==> config.mk <==
export PLATFORM = sky130hd
export DESIGN_NAME = uart_receiver_flat
export DESIGN_NICKNAME = d
export VERILOG_FILES = /design/src/rtl/uart_pkg.sv /design/src/rtl/uart_receiver_if.sv /design/src/rtl/uart_rx_sync.sv /design/src/rtl/uart_receiver.sv /design/src/flat_wrapper.sv
export SDC_FILE = /design/constraint.sdc
export NUM_CORES = 1
export LEC_CHECK = 0
export CAP_MARGIN = 40
export CELL_PAD_IN_SITES_DETAIL_PLACEMENT = 0
export CELL_PAD_IN_SITES_GLOBAL_PLACEMENT = 1
export CORE_ASPECT_RATIO = 0.75
export CORE_UTILIZATION = 50
export CTS_CLUSTER_DIAMETER = 60
export DETAILED_ROUTE_END_ITERATION = 16
export PLACE_DENSITY_LB_ADDON = 0.1
export SYNTH_ARGS = -nofsm -noshare
export SYNTH_HDL_FRONTEND = slang
export SYNTH_HIERARCHICAL = 1
export SYNTH_SLANG_ARGS = --single-unit
==> constraint.sdc <==
create_clock -name sysclk -period 2.5 [get_ports sysclk]
set_input_delay 0.25 -clock sysclk [delete_from_list [all_inputs] [get_ports sysclk]]
set_output_delay 0.25 -clock sysclk [all_outputs]
set_load 0.1 [all_outputs]
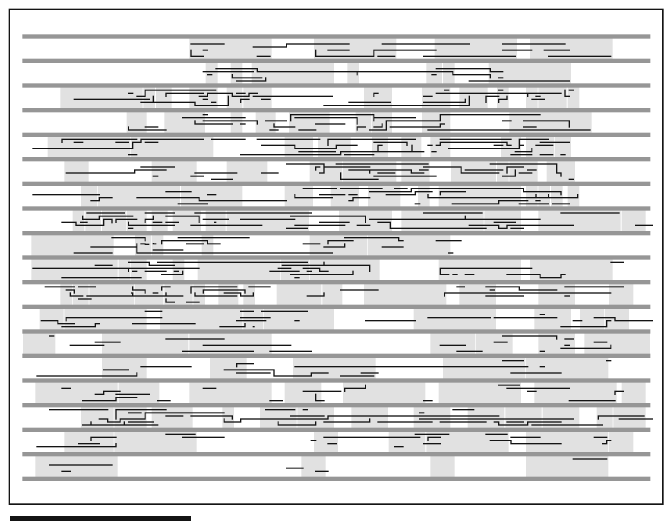
(run_1/m1.png)
Bar = 20 um. Supply wires on this layer in grey. Cells faint in the background.
longest straight run: 25.8 um
main direction: horizontal
final wirelength: 3140 um
routed via count: 1,124
met1 GRT Util: 0.272

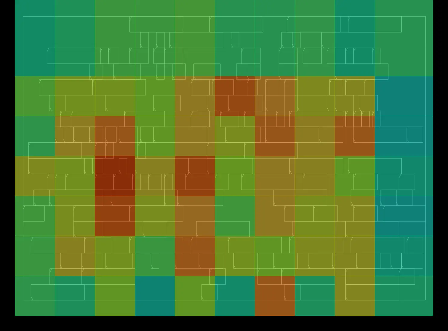
(run_1/congestion_map.png)
met2 Use GR: 0.260
met3 usage: 0.0571

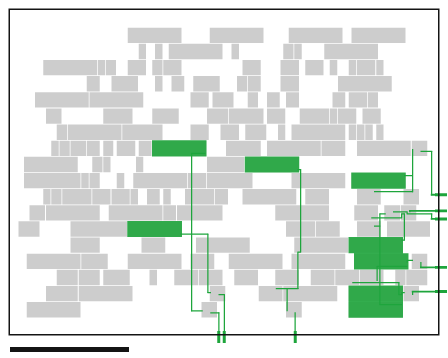
(run_1/port_trees.png)
Bar = 20 um.
[green] rx_bus_rx_data | direction: output | end cells: 8 | buffers: 8 | wire: 186 um
I/O pins: 14
IO buf count: 13

==> impl_metrics.py, run 1 <==
# Synthesis and PnR figures
metrics = {
    "synthesis": {
        "ys_chip_area_um2": 1840,
        "logic_family": "simple AND/OR/NAND/NOR gates",
        "synth-compound-area-share": 0.0577,
        "yosysCellCount": 142,
        "synthFlopType": "dfrtp_1",
        "avgSynthCellArea_um2": 13.0,
        "ys_top_cells_by_count": "38 x dfrtp_1, 16 x mux2_2, 16 x nor2_1",
        "async_reset_ff_frac": 1.00,
        "adder_share": 0.0204,
        "top_area_frac": 0.516,
    },
    "cells_and_area": {
        "comb_area_frac": 0.387,
        "drive_gt1_frac": 0.325,
        "dominant_cells": "flip-flops and latches",
        "nNonClkInverters": 1,
        "num_antenna_cells": 0,
        "n_fill_cell": 278,
        "nets": 166,
        "flops": 40,
        "seq_share": 0.483,
        "finish.utilization": 0.611,
        "area_growth_pct": 12.8,
        "final-nonclk-buf-share": 0.0614,
    },
    "place": {
        "placedCellCount": 202,
        "routabilityCongestion": 0.826,
        "pre_cts_ws_ps": 661,
        "place_area_um2": 1990,
    },
    "power_and_ir_drop": {
        "combPwrFrac": 0.206,
        "p_comb_uw": 310,
        "p_int_mw": 1.02,
        "p_leak_nw": 0.998,
        "switchingPower_uw": 485,
    },
    "outcome": {
        "status": "complete, no violations",
    },
    "setup_path": {
        "crit_fanout": 13,
        "cp.depth": 5,
        "slowest_delay_ps": 390,
        "cp.buffers_inverters": 0,
        "worstPathCellList": "ha_1, nor4bb_1, a31o_2, a21boi_4, nor4_2",
    },
    "detailed_routing": {
        "wl_met1_um": 1630,
        "first_pass_iters": 4,
        "top_layer_used": "met4",
    },
    "cts": {
        "cts_tree": "built",
    },
    "timing": {
        "clock_skew_ps": 6.15,
        "finalSetupViolCount": 0,
        "hold_viol": 0,
        "rsz0062_at_grt": "no",
    },
    "floorplanning": {
        "nWellTaps": 50,
        "chip_area_um2": 3940,
        "core_um2": 3400,
    },
    "grt": {
        "globalRouteOverflowTotal": 0,
    },
}
==> run 1 -> run 2 <==
Settings changed: CORE_UTILIZATION 50 to 47.
Clock period 2.5 ns to 1.9 ns, I/O delays scaled along.
==> impl_metrics.py, run 2 <==
# Synthesis and PnR figures
metrics = {
    "outcome": {
        "status": "complete, no violations",
    },
    "power_and_ir_drop": {
        "p_comb_uw": 436,
        "p_leak_nw": 1.01,
        "combPwrFrac": 0.214,
        "p_int_mw": 1.37,
        "switchingPower_uw": 668,
    },
    "detailed_routing": {
        "first_pass_iters": 4,
        "wl_met1_um": 1620,
        "wl_met2_um": 1380,
        "top_layer_used": "met4",
    },
    "cells_and_area": {
        "comb_area_frac": 0.382,
        "drive_gt1_frac": 0.337,
        "dominant_cells": "flip-flops and latches",
        "flops": 40,
        "area_growth_pct": 14.1,
        "n_fill_cell": 313,
        "nNonClkInverters": 1,
        "num_antenna_cells": 0,
        "comb_area_um2": 805,
        "nets": 168,
        "seq_share": 0.477,
    },
    "floorplanning": {
        "core_um2": 3710,
        "ios": 14,
        "nWellTaps": 52,
    },
    "place": {
        "routabilityCongestion": 0.853,
        "place_area_um2": 1990,
        "port_buffers": 13,
        "pre_cts_ws_ps": 98.3,
    },
    "synthesis": {
        "logic_family": "simple AND/OR/NAND/NOR gates",
        "synthFlopType": "dfrtp_1",
        "avgSynthCellArea_um2": 13.0,
        "synth-compound-area-share": 0.0577,
        "top_area_frac": 0.516,
        "yosysCellCount": 142,
        "adder_share": 0.0204,
        "ys_chip_area_um2": 1840,
        "xor_share": 0.0475,
        "async_reset_ff_frac": 1.00,
    },
    "cts": {
        "cts_tree": "built",
    },
    "grt": {
        "antenna_found_initial": 0,
        "globalRouteOverflowTotal": 0,
        "met2_usage": 0.247,
        "grtUsageMet3": 0.0539,
    },
    "timing": {
        "fmax_mhz": 570,
        "hold_viol": 0,
        "finalSetupViolCount": 0,
        "rsz0062_at_grt": "no",
    },
    "setup_path": {
        "cp.buffers_inverters": 1,
        "slowest_delay_ps": 410,
        "path_delay_family": "simple AND/OR/NAND/NOR gates",
        "cp.depth": 6,
        "crit_fanout": 13,
        "worstPathCellList": "ha_1, nor4bb_1, a31o_2, a21boi_4, buf_12, nor4_2",
        "cp.arrival_ps": 1950,
    },
}
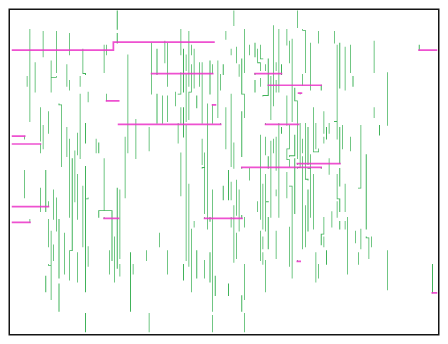
(run_2/layers.png)
Two of the layers only.
[green] M2 | wire length: 1,380 um
[magenta] M3 | wire length: 137 um
final wirelength: 3190 um
Tot GR Track Use: 0.185

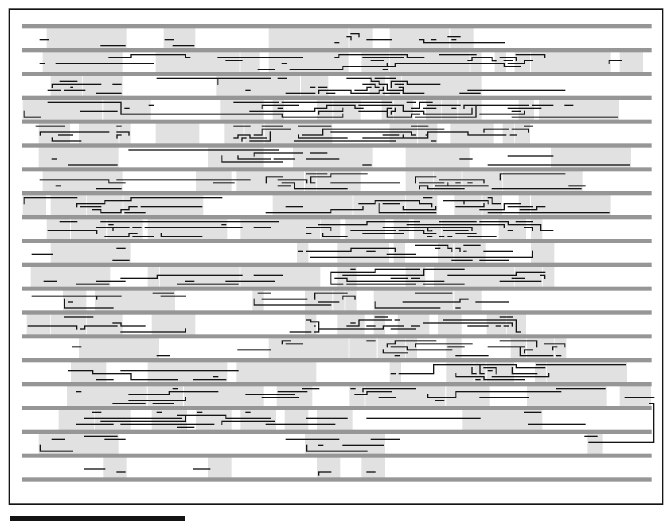
(run_2/m1.png)
Bar = 20 um. Supply wires on this layer in grey. Cells faint in the background.
main direction: horizontal
longest straight run: 25.3 um
met1 GRT Util: 0.274
routed via count: 1,163

